==> src/rtl/muxn_stream.sv <==
// muxn_stream: N-way stream selector with registered output, direct or round-robin channel choice.
// Optional MUXN_SELERR_EN adds a sticky sel_err flag for out-of-range direct selects.
module muxn_stream #(
    parameter  int WIDTH = 16,
    parameter  int N     = 3,
    localparam int SW    = $clog2(N)
) (
    input  logic             clk,
    input  logic             reset_n,
    input  logic             mode,
    input  logic [SW-1:0]    s,
    input  logic [N*WIDTH-1:0] d,
    input  logic [N-1:0]     in_valid,
    output logic [N-1:0]     in_ready,
    output logic [WIDTH-1:0] y,
    output logic             y_valid,
    output logic [SW-1:0]    y_sel,
    input  logic             out_ready
`ifdef MUXN_SELERR_EN
    ,
    output logic             sel_err
`endif
);
    logic [WIDTH-1:0] ch [N];
    logic [WIDTH-1:0] y_q, y_d;
    logic             y_valid_q, y_valid_d;
    logic [SW-1:0]    y_sel_q, y_sel_d;
    logic [SW-1:0]    rr_ptr_q, rr_ptr_d;
    logic             sel_err_q, sel_err_d;
    logic [SW:0]      rr_idx;
    logic [SW-1:0]    rr_c, c;
    logic             rr_found, s_ok, cand, free, accept;

    for (genvar k = 0; k < N; k++) begin : g_ch
        assign ch[k] = d[k*WIDTH +: WIDTH];
    end

    // Round-robin scan: first requesting channel starting at rr_ptr, wrapping modulo N.
    always_comb begin
        rr_found = 1'b0;
        rr_c     = '0;
        rr_idx   = '0;
        for (int i = 0; i < N; i++) begin
            rr_idx = {1'b0, rr_ptr_q} + (SW+1)'(i);
            if (rr_idx >= (SW+1)'(N)) rr_idx = rr_idx - (SW+1)'(N);
            if (!rr_found && in_valid[rr_idx[SW-1:0]]) begin
                rr_found = 1'b1;
                rr_c     = rr_idx[SW-1:0];
            end
        end
    end

    // Candidate choice and handshake; the slot is free when empty or being drained.
    always_comb begin
        s_ok     = {1'b0, s} < (SW+1)'(N);
        free     = !y_valid_q || out_ready;
        c        = mode ? rr_c : s;
        cand     = mode ? rr_found : s_ok;
        accept   = free && cand && in_valid[c];
        in_ready = accept ? (N'(1) << c) : '0;
    end

    // Next state: a new beat replaces the old one, otherwise a drain empties the slot.
    always_comb begin
        y_d       = accept ? ch[c] : y_q;
        y_sel_d   = accept ? c : y_sel_q;
        y_valid_d = accept || (y_valid_q && !out_ready);
        rr_ptr_d  = (accept && mode) ? ((c == SW'(N-1)) ? '0 : c + SW'(1)) : rr_ptr_q;
        sel_err_d = sel_err_q || (!mode && !s_ok && free);
    end

    // State registers, cleared asynchronously so an in-flight beat is dropped at once.
    always_ff @(posedge clk or negedge reset_n) begin
        if (!reset_n) begin
            y_q       <= '0;
            y_valid_q <= 1'b0;
            y_sel_q   <= '0;
            rr_ptr_q  <= '0;
            sel_err_q <= 1'b0;
        end else begin
            y_q       <= y_d;
            y_valid_q <= y_valid_d;
            y_sel_q   <= y_sel_d;
            rr_ptr_q  <= rr_ptr_d;
            sel_err_q <= sel_err_d;
        end
    end

    assign y       = y_q;
    assign y_valid = y_valid_q;
    assign y_sel   = y_sel_q;
`ifdef MUXN_SELERR_EN
    assign sel_err = sel_err_q;
`else
    logic unused_sel_err;
    assign unused_sel_err = sel_err_q;
`endif
endmodule
==> config.mk <==
export PLATFORM = sky130hd
export DESIGN_NAME = muxn_stream
export DESIGN_NICKNAME = d
export VERILOG_FILES = /design/src/rtl/muxn_stream.sv
export SDC_FILE = /design/constraint.sdc
export NUM_CORES = 1
export LEC_CHECK = 0
export CAP_MARGIN = 30
export CORE_ASPECT_RATIO = 1.4
export CORE_MARGIN = 2
export CORE_UTILIZATION = 30
export CTS_CLUSTER_SIZE = 20
export DETAILED_ROUTE_END_ITERATION = 8
export PLACE_DENSITY_LB_ADDON = 0.12
export SYNTH_ARGS = -nofsm -noshare
export SYNTH_HDL_FRONTEND = slang
export SYNTH_SLANG_ARGS = --single-unit
==> constraint.sdc <==
create_clock -name clk -period 3.74 [get_ports clk]
set_clock_uncertainty 0.05 [all_clocks]
set_input_delay 0.374 -clock clk [delete_from_list [all_inputs] [get_ports clk]]
set_output_delay 0.374 -clock clk [all_outputs]
set_load 0.02 [all_outputs]
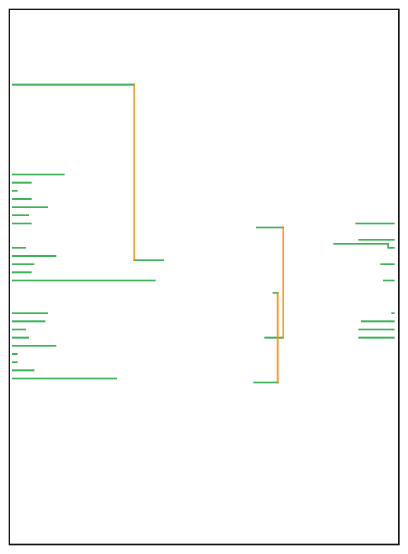
(images/wires.png)
Drawn at 6 px/µm. Two of the layers only.
orange -> metal 4  # wire length 62.6 µm
green -> metal 3  # wire length 191 µm
Routed WL: 4250 µm
DR WL/cell: 14.5 µm
Global Route Usage Sum: 0.150
via count: 1422

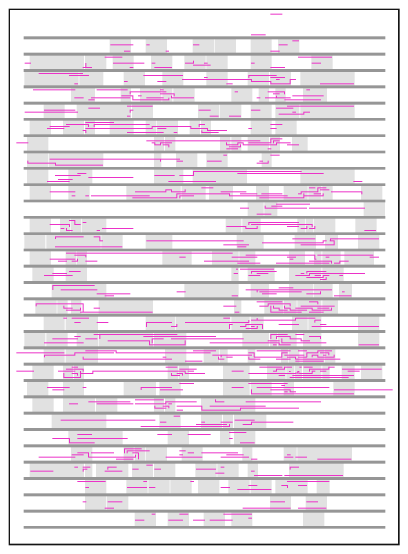
(images/layer_met1.png)
Drawn at 6 px/µm. Supply wires on this layer in grey.
share of all routed wire = 41%
main direction = horizontal
longest straight run = 27.6 µm
GRT met1 Usage: 0.171

==> results.sh <==
# yosys + openroad results
export IMPL_run_status="finished clean"
export IMPL_post_synth_num_cell_types=35
export IMPL_min_delay_path_class="in2async"
export IMPL_timing_rr_end="y[11]"
export IMPL_dpl_cell_area_um2=2400
export IMPL_grt_max_degree=20
export IMPL_core_area_um2=4920
export IMPL_nets=292
export IMPL_vdd_ir_drop_max_uv=322
export IMPL_cts_sinks=21
export IMPL_initCoreUtil=0.315
export IMPL_crit_fanout=18
export IMPL_postSynthCellCount=152
export IMPL_final_hold_viol_count=0
export IMPL_area_leaders="dfrtp_1 34%, mux2i_1 14%, mux2_2 8.0%"
export IMPL_n_all_buffers=84
export IMPL_cp_start_kind="register"
export IMPL_root_buffer="clkbuf_8"
export IMPL_die_area_um2=5750
export IMPL_post_place_ws_ps=359
export IMPL_nClkBuffers=4
export IMPL_synth_adder_area_share=0.0324
export IMPL_path_cells="inv_1 -> ha_1 -> mux2_4 -> mux2_2 -> nand4b_1 -> a21o_1 -> buf_4 -> nand2_1 -> nor2_1 -> clkdlybuf4s50_1"
export IMPL_reg2reg_from="rr_ptr_q[1]"
export IMPL_p_total_mw=1.76
export IMPL_viasPerCell=4.84
export IMPL_period_minus_slack_ps=3510
export IMPL_postCtsHoldBufs=0
export IMPL_worstSetupStartpoint="rr_ptr_q[0]"
export IMPL_combPwrFrac=0.686
export IMPL_comb_cells=115
export IMPL_crit_arrival_ps=3090
export IMPL_clock_power_share=0.086
export IMPL_clock_latency_ps=260
export IMPL_hpwl_um=3320
export IMPL_switching_power_uw=720
export IMPL_rsz0062_at_grt="false"
export IMPL_inverters=6
export IMPL_synth_flops=21
export IMPL_p_sw_frac=0.410
export IMPL_synthMuxAreaShare=0.294
export IMPL_warnings=29
export IMPL_fmax_ghz=0.285
export IMPL_largest_class="combinational gates"
export IMPL_syn_avg_cell_area_um2=10.2
export IMPL_die_h_um=89.0
export IMPL_top_cell_area_share=0.340
export IMPL_worstPathRequired_ps=3320
export IMPL_simple_gate_area_frac=0.137
export IMPL_endpoint_kind="output port"
export IMPL_syn_cell_area_um2=1550
export IMPL_ys_sh_aoi=0.136
export IMPL_ys_seq_frac=0.340
export IMPL_cp_num_cells=10
export IMPL_critPathMaxStageDelay_ps=610
export IMPL_largest_reg_flops=16
export IMPL_dpl_cell_count=290
export IMPL_synthArstFlopShare=1.00
export IMPL_power_internal_mw=1.04
export IMPL_lay_top_cells="77 x clkdlybuf4s50_1, 21 x dfrtp_1, 20 x mux2i_1, 18 x o21ai_0, 16 x nand3_1"
export IMPL_netlist_top_cells_count="21 x dfrtp_1, 21 x mux2i_1, 18 x o21ai_0"
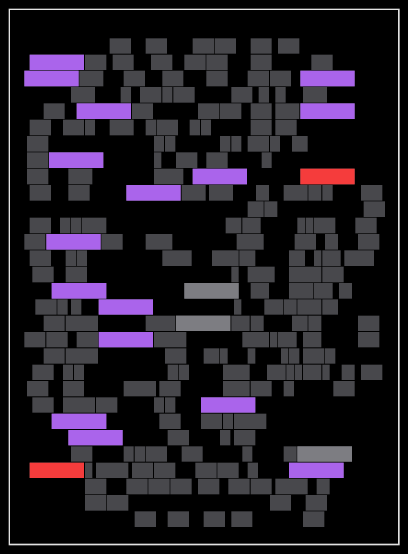
(images/flops_by_reg.png)
Drawn at 6 px/µm. Other sequential cells in the stronger grey, the rest of the logic in the fainter grey.
purple -> `y`  # placed flops 16, where spread over the die
red -> `y_sel`  # placed flops 2
not coloured = 3
Seq. pwr: 400 µW
Seq/total area: 0.215
Reg area: 526 µm²

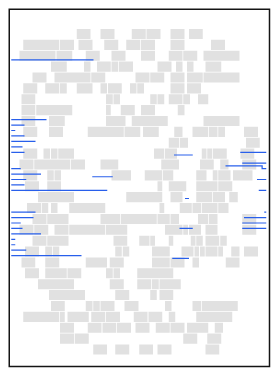
(images/layer_met3.png)
Drawn at 4 px/µm.
nets with wire on the layer = 33
main direction = horizontal
longest straight run = 23.7 µm
wire length on this layer = 191 µm
share of all routed wire = 4.5%
met3 usage: 0.0290

## power by group through the flow
| stage | clock network, mW | logic [mW] | registers, mW |
|---|---|---|---|
| floorplan | 0 | 0.681 | 0.529 |
| global placement | 0 | 1.21 | 0.408 |
| detailed placement | 0 | 1.21 | 0.406 |
| CTS | 0.158 | 1.22 | 0.403 |
| global route | 0.170 | 1.30 | 0.415 |
| finish | 0.151 | 1.21 | 0.400 |
## metal layers
layer	vias to the layer above	wire, µm
li1	718	-
met1	663	1730
met2	35	2270
met3	6	190
met4	0	62
met5	-	0
## cells by family after synthesis
logic type               count (synthesis)
AND/OR/NAND/NOR                         38
AND-OR/OR-AND                           33
flip-flops                              21
adder cells (fa/ha/maj)                  4
buffers and inverters                   16
multiplexers                            40
No activity file was given, so power comes from the tool's default toggle rates.
